==> images/placed.png <==
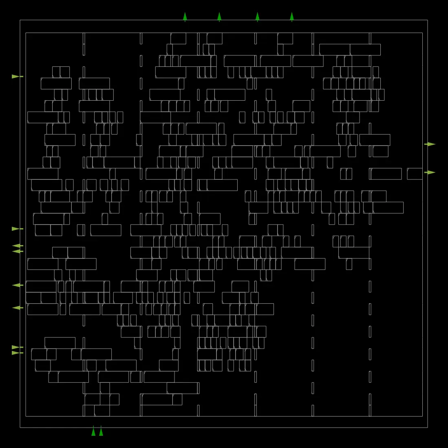
==> images/route_heat.png <==
20 x 20 tiles, from black (low) to pale yellow (high), scaled to the fullest tile. Values are wire area over tile area, all layers added.
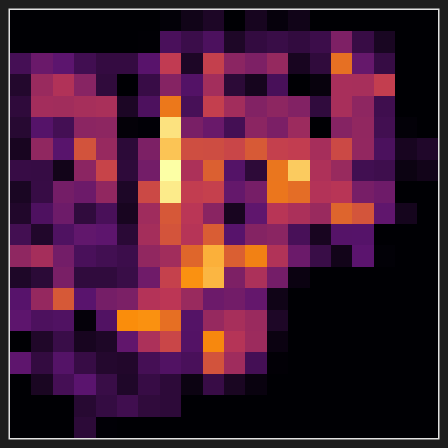
==> images/class_map.png <==
The bar under the picture is 20 µm long. Fill, decap, tap and diode cells in gray.
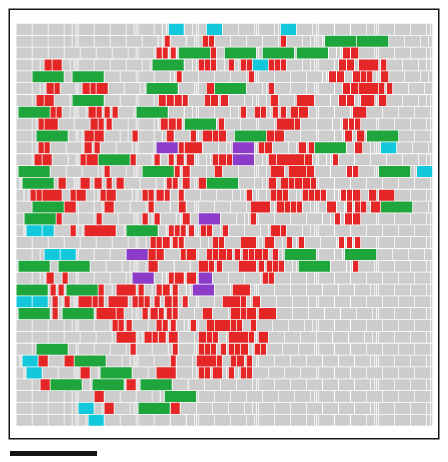
==> images/m1.png <==
Supply wires on this layer in gray.
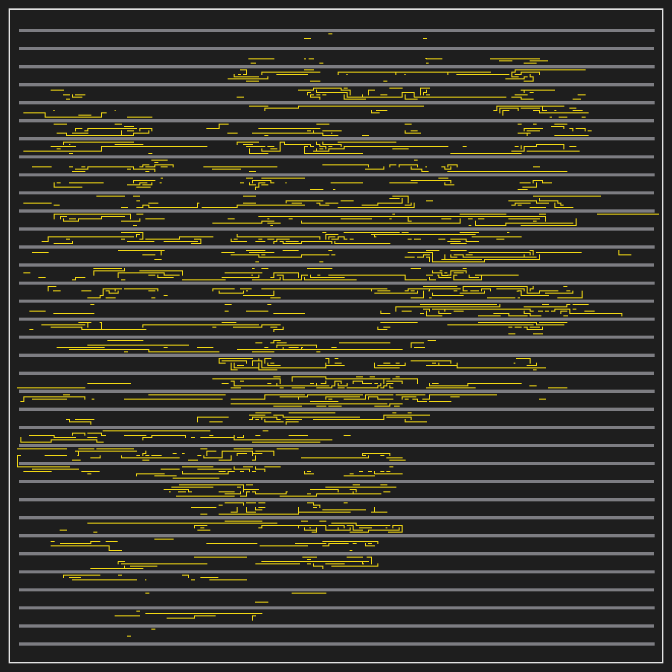
==> images/layers.png <==
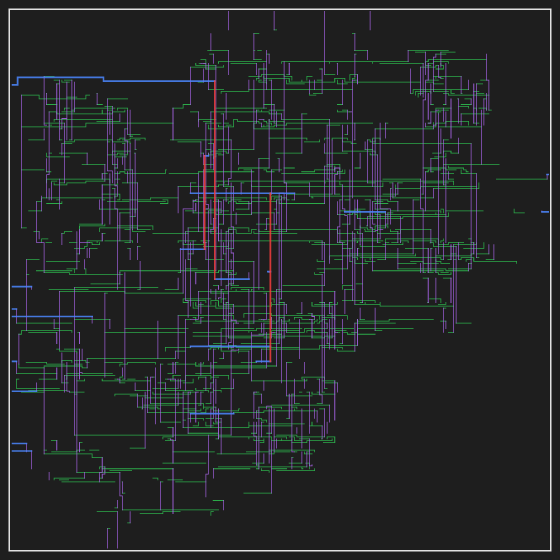
===== src/rtl/keypad_pkg.sv =====
// Shared definitions for the 4x4 keypad scanner: key codes, debounce FSM
// state encoding, per-frame scan result type and the row/column keymap.
package keypad_pkg;

  localparam logic [3:0] KEY_0    = 4'h0;
  localparam logic [3:0] KEY_1    = 4'h1;
  localparam logic [3:0] KEY_2    = 4'h2;
  localparam logic [3:0] KEY_3    = 4'h3;
  localparam logic [3:0] KEY_4    = 4'h4;
  localparam logic [3:0] KEY_5    = 4'h5;
  localparam logic [3:0] KEY_6    = 4'h6;
  localparam logic [3:0] KEY_7    = 4'h7;
  localparam logic [3:0] KEY_8    = 4'h8;
  localparam logic [3:0] KEY_9    = 4'h9;
  localparam logic [3:0] KEY_A    = 4'hA;
  localparam logic [3:0] KEY_B    = 4'hB;
  localparam logic [3:0] KEY_C    = 4'hC;
  localparam logic [3:0] KEY_D    = 4'hD;
  localparam logic [3:0] KEY_STAR = 4'hE;
  localparam logic [3:0] KEY_HASH = 4'hF;

  localparam logic [1:0] IDLE     = 2'd0;
  localparam logic [1:0] PRESS_DB = 2'd1;
  localparam logic [1:0] HELD     = 2'd2;
  localparam logic [1:0] REL_DB   = 2'd3;

  typedef enum logic [1:0] {
    RES_NONE   = 2'd0,
    RES_SINGLE = 2'd1,
    RES_MULTI  = 2'd2
  } frame_res_e;

  function automatic logic [3:0] keyMap(input logic [1:0] row, input logic [1:0] col);
    logic [3:0] code;
    code = KEY_0;
    case ({row, col})
      4'b00_00: code = KEY_1;
      4'b00_01: code = KEY_2;
      4'b00_10: code = KEY_3;
      4'b00_11: code = KEY_A;
      4'b01_00: code = KEY_4;
      4'b01_01: code = KEY_5;
      4'b01_10: code = KEY_6;
      4'b01_11: code = KEY_B;
      4'b10_00: code = KEY_7;
      4'b10_01: code = KEY_8;
      4'b10_10: code = KEY_9;
      4'b10_11: code = KEY_C;
      4'b11_00: code = KEY_STAR;
      4'b11_01: code = KEY_0;
      4'b11_10: code = KEY_HASH;
      4'b11_11: code = KEY_D;
      default:  code = KEY_0;
    endcase
    return code;
  endfunction

endpackage


===== src/rtl/keypad_debounce.sv =====
// Per-frame press/release debouncer for the keypad scanner. Consumes one
// scan result per frame and produces the accepted key, its one-cycle strobe
// and the held level. Optional auto-repeat under `KEYPAD_AUTOREPEAT_EN.
module keypad_debounce
  import keypad_pkg::*;
#(
  parameter int DEBOUNCE_CNT = 8,
  parameter int REPEAT_DELAY = 50,
  parameter int REPEAT_RATE  = 10
) (
  input  logic       clk_i,
  input  logic       reset_i,
  input  logic       frame_end_i,
  input  frame_res_e result_i,
  input  logic [3:0] code_i,
  output logic [3:0] key_o,
  output logic       key_valid_o,
  output logic       key_down_o
);

  localparam int CW = $clog2(DEBOUNCE_CNT + 1);
  localparam logic [CW-1:0] CntMax = CW'(DEBOUNCE_CNT);

  logic [1:0]    state_q, state_d;
  logic [CW-1:0] cnt_q, cnt_d, cntInc;
  logic [3:0]    cand_q, cand_d;
  logic [3:0]    key_q, key_d;
  logic          valid_q, valid_d;
  logic          down_q, down_d;
  logic          isNone, isSingle;
  logic          repeatFire;

  assign isNone   = (result_i == RES_NONE);
  assign isSingle = (result_i == RES_SINGLE);
  assign cntInc   = (cnt_q == CntMax) ? cnt_q : cnt_q + CW'(1);

`ifdef KEYPAD_AUTOREPEAT_EN
  localparam int RepMax = (REPEAT_DELAY > REPEAT_RATE) ? REPEAT_DELAY : REPEAT_RATE;
  localparam int RW = $clog2(RepMax + 1);
  localparam logic [RW-1:0] RepDelay = RW'(REPEAT_DELAY);
  localparam logic [RW-1:0] RepRate  = RW'(REPEAT_RATE);

  logic [RW-1:0] rep_q, rep_d, repNext;
  logic          repeating_q, repeating_d;

  // Count frames spent holding the reported key; fire after the initial delay, then at the rate
  always_comb begin
    rep_d       = rep_q;
    repeating_d = repeating_q;
    repeatFire  = 1'b0;
    repNext     = rep_q + RW'(1);
    if (state_q != HELD) begin
      rep_d       = '0;
      repeating_d = 1'b0;
    end else if (frame_end_i) begin
      if (isNone) begin
        rep_d       = '0;
        repeating_d = 1'b0;
      end else if (isSingle && (code_i == key_q)) begin
        if (repNext == (repeating_q ? RepRate : RepDelay)) begin
          repeatFire  = 1'b1;
          rep_d       = '0;
          repeating_d = 1'b1;
        end else begin
          rep_d = repNext;
        end
      end
    end
  end

  // Repeat counter registers
  always_ff @(posedge clk_i) begin
    if (reset_i) begin
      rep_q       <= '0;
      repeating_q <= 1'b0;
    end else begin
      rep_q       <= rep_d;
      repeating_q <= repeating_d;
    end
  end
`else
  logic unusedRepeatCfg;
  assign unusedRepeatCfg = ^{REPEAT_DELAY, REPEAT_RATE};
  assign repeatFire      = 1'b0;
`endif

  // Debounce FSM: advances only on the frame-end strobe, one scan result per frame
  always_comb begin
    state_d = state_q;
    cnt_d   = cnt_q;
    cand_d  = cand_q;
    key_d   = key_q;
    valid_d = 1'b0;
    down_d  = down_q;
    if (frame_end_i) begin
      case (state_q)
        IDLE: begin
          if (isSingle) begin
            cand_d = code_i;
            if (cntInc == CntMax) begin
              state_d = HELD;
              cnt_d   = '0;
              key_d   = code_i;
              valid_d = 1'b1;
              down_d  = 1'b1;
            end else begin
              state_d = PRESS_DB;
              cnt_d   = cntInc;
            end
          end
        end
        PRESS_DB: begin
          if (isSingle && (code_i == cand_q)) begin
            if (cntInc == CntMax) begin
              state_d = HELD;
              cnt_d   = '0;
              key_d   = cand_q;
              valid_d = 1'b1;
              down_d  = 1'b1;
            end else begin
              cnt_d = cntInc;
            end
          end else begin
            state_d = IDLE;
            cnt_d   = '0;
          end
        end
        HELD: begin
          if (isNone) begin
            if (cntInc == CntMax) begin
              state_d = IDLE;
              cnt_d   = '0;
              down_d  = 1'b0;
            end else begin
              state_d = REL_DB;
              cnt_d   = cntInc;
            end
          end else begin
            valid_d = repeatFire;
          end
        end
        REL_DB: begin
          if (isNone) begin
            if (cntInc == CntMax) begin
              state_d = IDLE;
              cnt_d   = '0;
              down_d  = 1'b0;
            end else begin
              cnt_d = cntInc;
            end
          end else begin
            state_d = HELD;
            cnt_d   = '0;
          end
        end
        default: begin
          state_d = IDLE;
          cnt_d   = '0;
        end
      endcase
    end
  end

  // FSM and output registers; reset drops any press in progress without a strobe
  always_ff @(posedge clk_i) begin
    if (reset_i) begin
      state_q <= IDLE;
      cnt_q   <= '0;
      cand_q  <= KEY_0;
      key_q   <= KEY_0;
      valid_q <= 1'b0;
      down_q  <= 1'b0;
    end else begin
      state_q <= state_d;
      cnt_q   <= cnt_d;
      cand_q  <= cand_d;
      key_q   <= key_d;
      valid_q <= valid_d;
      down_q  <= down_d;
    end
  end

  assign key_o       = key_q;
  assign key_valid_o = valid_q;
  assign key_down_o  = down_q;

endmodule


===== src/rtl/keypad_scanner.sv =====
// 4x4 matrix keypad scanner/encoder: column driver, row synchroniser and
// frame decoder feeding keypad_debounce. Auto-repeat is enabled by defining
// `KEYPAD_AUTOREPEAT_EN; otherwise each debounced press strobes key_valid once.
module keypad_scanner
  import keypad_pkg::*;
#(
  parameter int SCAN_DIV     = 1000,
  parameter int DEBOUNCE_CNT = 8,
  parameter int REPEAT_DELAY = 50,
  parameter int REPEAT_RATE  = 10
) (
  input  logic       clk,
  input  logic       reset,
  input  logic [3:0] row_n,
  output logic [3:0] col_n,
  output logic [3:0] key,
  output logic       key_valid,
  output logic       key_down
);

  localparam int DW = $clog2(SCAN_DIV);
  localparam logic [DW-1:0] DivLast = DW'(SCAN_DIV - 1);

  logic [3:0]    rowMeta_q, rowSync_q;
  logic [DW-1:0] div_q, div_d;
  logic [1:0]    col_q, col_d;
  logic [3:0]    colN_q, colN_d;
  logic [1:0]    hits_q, hits_d;
  logic [3:0]    code_q, code_d;
  logic [3:0]    rowsLow;
  logic [2:0]    colHits;
  logic [1:0]    hitRow;
  logic [1:0]    baseHits;
  logic [3:0]    baseCode;
  logic          sampleNow;
  logic          frameEnd;
  frame_res_e    frameRes;

  // Dwell counter, column rotation and per-frame hit accumulation over the four column samples
  always_comb begin
    rowsLow = ~rowSync_q;
    colHits = 3'd0;
    hitRow  = 2'd0;
    for (int r = 0; r < 4; r++) begin
      if (rowsLow[r]) begin
        colHits = colHits + 3'd1;
        hitRow  = 2'(r);
      end
    end
    sampleNow = (div_q == DivLast);
    div_d     = sampleNow ? '0 : div_q + DW'(1);
    col_d     = sampleNow ? col_q + 2'd1 : col_q;
    colN_d    = ~(4'b0001 << col_d);
    baseHits  = (col_q == 2'd0) ? 2'd0 : hits_q;
    baseCode  = (col_q == 2'd0) ? KEY_0 : code_q;
    hits_d    = hits_q;
    code_d    = code_q;
    if (sampleNow) begin
      if (colHits >= 3'd2) begin
        hits_d = 2'd2;
        code_d = baseCode;
      end else if (colHits == 3'd1) begin
        hits_d = (baseHits == 2'd0) ? 2'd1 : 2'd2;
        code_d = (baseHits == 2'd0) ? keyMap(hitRow, col_q) : baseCode;
      end else begin
        hits_d = baseHits;
        code_d = baseCode;
      end
    end
    frameEnd = sampleNow && (col_q == 2'd3);
    case (hits_d)
      2'd0:    frameRes = RES_NONE;
      2'd1:    frameRes = RES_SINGLE;
      default: frameRes = RES_MULTI;
    endcase
  end

  // Synchroniser, scan position and accumulator registers
  always_ff @(posedge clk) begin
    if (reset) begin
      rowMeta_q <= 4'hF;
      rowSync_q <= 4'hF;
      div_q     <= '0;
      col_q     <= 2'd0;
      colN_q    <= 4'b1110;
      hits_q    <= 2'd0;
      code_q    <= KEY_0;
    end else begin
      rowMeta_q <= row_n;
      rowSync_q <= rowMeta_q;
      div_q     <= div_d;
      col_q     <= col_d;
      colN_q    <= colN_d;
      hits_q    <= hits_d;
      code_q    <= code_d;
    end
  end

  assign col_n = colN_q;

  keypad_debounce #(
    .DEBOUNCE_CNT(DEBOUNCE_CNT),
    .REPEAT_DELAY(REPEAT_DELAY),
    .REPEAT_RATE (REPEAT_RATE)
  ) u_debounce (
    .clk_i      (clk),
    .reset_i    (reset),
    .frame_end_i(frameEnd),
    .result_i   (frameRes),
    .code_i     (code_d),
    .key_o      (key),
    .key_valid_o(key_valid),
    .key_down_o (key_down)
  );

endmodule


===== config.mk =====
export PLATFORM = sky130hd
export DESIGN_NAME = keypad_scanner
export DESIGN_NICKNAME = d
export VERILOG_FILES = /design/src/rtl/keypad_pkg.sv /design/src/rtl/keypad_debounce.sv /design/src/rtl/keypad_scanner.sv
export SDC_FILE = /design/constraint.sdc
export NUM_CORES = 1
export LEC_CHECK = 0
export ABC_AREA = 1
export CAP_MARGIN = 20
export CORE_UTILIZATION = 29
export DETAILED_ROUTE_END_ITERATION = 8
export PLACE_DENSITY = 0.48
export SLEW_MARGIN = 25
export SYNTH_ARGS = -nofsm -noshare
export SYNTH_HDL_FRONTEND = slang
export SYNTH_SLANG_ARGS = --single-unit

===== constraint.sdc =====
create_clock -name clk -period 3.59 [get_ports clk]
set_input_delay 1.077 -clock clk [delete_from_list [all_inputs] [get_ports clk]]
set_output_delay 1.077 -clock clk [all_outputs]
set_load 0.05 [all_outputs]

==> reports/notes.md <==
## Global routing
- 0 — antenna violations before repair
- 20 — pin count of the biggest net entering global routing
- 10.1 mm — first-pass GRT wire length
- 2334 — vias in the first global route
- 0 — Overflow after GRT

## Clock tree
- 5 — number of buffers created by CTS
- 0 — post-cts hold-fix buffer tally
- sky130_fd_sc_hd__clkbuf_8 — buffer cell driving the clock tree root
- built — TritonCTS clock tree
- 46 — CTS sink cnt
- 0 — number of gates given a new drive strength after cts
- 0.09 ns — clock transition at the register clock pins on the worst setup and hold paths after CTS
- 2 — H-tree depth
- 0.30 ns — clock insertion delay at the later pin of the skew report
- 0 — post-CTS setup buffer count
- 2 — Clock Tree Buf Depth

## Cells and area
- 12.2% — proportion of layout cells with a drive suffix above 1
- sky130_fd_sc_hd__nand2_1 — Commonest Layout Cell
- 0.00306 mm² — area of all placed cells without fillers
- 433 — number of nets in the finished design
- 526 — filler-free cell count of the finished design
- 13.6% — post-synthesis to final-layout area growth
- 101 x sky130_fd_sc_hd__nand2_1, 48 x sky130_fd_sc_hd__inv_1, 47 x sky130_fd_sc_hd__nor2_1 — most frequent logic cells in the routed design
- 0 — Diodes inserted

## Synthesis
- sky130_fd_sc_hd__dfxtp_1 — cell type contributing the most total cell area after synthesis
- 0.00269 mm² — area of the mapped netlist
- 415 — Mapped Nets
- 399 — number of cells produced by synthesis
- 399 — number of cell instances after yosys synthesis
- 0.00269 mm² — yosys-reported design area after synthesis
- 0 — number of warnings reported in the yosys synthesis log
- 34.2% — proportion of synthesized chip area in sequential cells
- 35 — Yosys cell types
- 0 — Post-synth EDFFs
- 6.74 µm² — average cell area after synthesis
- 0% — fraction of registers with async set or reset after synthesis
- sky130_fd_sc_hd__dfxtp_1 — Post-synth top flop
- 101 x sky130_fd_sc_hd__nand2_1, 48 x sky130_fd_sc_hd__inv_1, 47 x sky130_fd_sc_hd__nor2_1 — ranking of synthesized cells by instance count
- sky130_fd_sc_hd__dfxtp_1 34%, sky130_fd_sc_hd__nand2_1 14%, sky130_fd_sc_hd__nand3_1 7.3% — biggest area cells
- 46 — Seq cells post-synth
- 34.2% — portion of synthesized cell area occupied by the leading cell type
- sky130_fd_sc_hd__nand2_1 — post-synthesis cell type with the largest instance count

## Routing
- 0 — DRC errors left
- 0 — tally of nets with antenna violations remaining after routing
- 81 — initial detailed-routing violation count
- 4.55 — routed vias/inst
- 6 — first-pass iteration count of the detailed router

## STA
- 0.00579 ns — clock tree skew after final layout
- 58.0% — worst slew margin relative to its limit
- no — setup repair after global routing missed its margin
- 0 — max-slew violation total from the final report
- 0 — Final setup violation count
- 0 ns — setup total negative slack
- 3.03 ns — clock period minus final worst setup slack
- 0.330 GHz — achievable clock frequency
- 0 — hold violation count in the final report
- 0.414 ns — hold slack
- 0.628 ns — actual slew at the worst max-slew pin
- 0.557 ns — Worst Slack Setup Final
- 84.5% — share of the cycle needed by the critical path after routing

## Placed design
- 0.802 — Routability Congestion
- 4.30 mm — HPWL reported at the end of detailed placement
- 518 — Cell Count Post-Placement
- 0.572 ns — worst-case setup slack after placement
- 15 — I/O Buffers
- 0.00295 mm² — cell area after placement

## Worst hold path
- 1 — hold path cells
- reg2reg — Hold WC Path Type

## Setup path
- sky130_fd_sc_hd__dfxtp_1 — Max stage delay cell, worst path
- simple AND/OR/NAND/NOR gates — Top delay family on crit path
- 20 — number of cells traversed by the worst register-to-register path
- sky130_fd_sc_hd__nand2_1 — Worst path most repeated cell
- 2 — worst path bufs/invs
- register — crit end category
- reg2reg — startpoint-to-endpoint class of the critical path
- 0.37 ns — Largest stage delay, worst path
- 3.28 ns — arrival time worst endpoint
- 3.83 ns — required time of the critical path
- 0.56 ns — slack of the worst reg-to-reg path
- register — type of element launching the critical path
- inv_1 > ha_1 > inv_1 > nand2_1 > nand2_1 > ha_1 > or2_0 > nand2_1 > nand2_1 > nor2_4 > nand4_1 > nand3_1 > nand3_1 > nor2_4 > nand2_2 > nand2_4 > nand3_4 > nand2_1 > nand2_1 > nor2_1 — critical path, cell by cell
- 8 — highest fanout seen on the critical path
- 20 — critical path depth

## Floorplanning
- 16 — number of I/O pins
- 0.00966 mm² — total die size
- 30.4% — fp util
- 98.3 µm — floorplan die height
- 98.3 µm — die span in x

## Run status
- finished, final reports clean — result of the run

## Pwr
- 312 mW/mm² — Power per Cell Area
- 1.37 nW — Pleak
- 0.000147 V — worst vdd ir
- 953 µW — overall power consumption

## Job
- 31 — stage-log warning count
- 0 — number of max-cap violations

Back to the opening pictures, placed.png:
fraction of area in registers: 30.1%
Core Box Area: 0.00885 mm²
FF+latch count: 46

Back to the opening pictures, route_heat.png:
tiles over half the peak: 12%
nearly empty tiles: 32%
fullest tile: 0.43
mean over tiles: 0.091
emptiest ninth of the die: bottom right
combined global-route utilization of all metal layers: 12.8%
routed wire length per instance: 10.8 µm
Vias: 2392
final wirelength: 5.68 mm

Back to the opening pictures, class_map.png:
legend:
  green:
    class: registers
    cells: 46
    share_of_their_area: 32%
  cyan:
    class: remaining buffers and delay cells
    cells: 16
    share_of_their_area: 5.4%
  purple:
    class: clock drivers and dummy loads
    cells: 8
    share_of_their_area: 3.6%
  red:
    class: remaining logic cells
    cells: 348
    share_of_their_area: 59%
count of standard-cell rows: 34
post-layout util: 34.5%

Back to the opening pictures, m1.png:
longest straight run: 43.2 µm
nets with wire on the layer: 391
main direction: horizontal
met1 capacity usage during global routing: 16.3%

Back to the opening pictures, layers.png:
legend:
  red:
    layer: M4
    wire_length: 83.6 µm
  green:
    layer: M1
    wire_length: 2950 µm
  purple:
    layer: M2
    wire_length: 2510 µm
  blue:
    layer: M3
    wire_length: 132 µm

==> power breakdown <==
group / internal [mW] / total (mW) / switching, mW / leakage (nW)
registers: 0.517 / 0.522 / 0.00544 / 0.373
logic: 0.0245 / 0.0628 / 0.0384 / 0.943
clock network: 0.177 / 0.368 / 0.191 / 0.0544
==> final cells by class <==
class	count	area, µm²
sequential	46	921
tap	108	135
fill	970	5790
clock inverter	1	8.76
inverter	55	213
timing repair buffer	16	158
multi-input combinational	293	1520
clock buffer	7	96.3
==> worst paths after layout <==
| path | start | end |
|---|---|---|
| min | rowMeta_q[2]$_SDFF_PP1_ | rowSync_q[2]$_SDFF_PP1_ |
| max reg2reg | rowSync_q[1]$_SDFF_PP1_ | u_debounce.key_o[3]$_SDFFE_PP0P_ |
| max | rowSync_q[1]$_SDFF_PP1_ | u_debounce.key_o[3]$_SDFFE_PP0P_ |
| min reg2reg | rowMeta_q[2]$_SDFF_PP1_ | rowSync_q[2]$_SDFF_PP1_ |
==> kinds of logic after synthesis <==
logic type                 after synthesis  synth area share [%]
and+or+nand+nor                        243                  43.9
DFF                                     46                  34.2
adders and majority gates               10                  4.65
AOI/OAI and AO/OA                       36                  6.84
buffers and inverters                   60                  9.07
xor gates and xnor gates                 4                  1.30
==> metal layers <==
metal	GRT usage [%]	wire length [µm]
met1	16.3	2950
met3	2.65	132
met2	21.6	2510
met4	4.13	83
met5	0	0
==> state kept, by name, indices dropped and copies added, names as in the netlist <==
name	cells
u_debounce.key_down_o	1
hits_q	2
u_debounce.cnt_q	4
col_n	4
div_q	10
rowMeta_q	4
code_q	4
u_debounce.key_valid_o	1
u_debounce.cand_q	4
col_q	2
u_debounce.state_q	2
rowSync_q	4
u_debounce.key_o	4
No activity file was given, so power comes from the tool's default toggle rates.
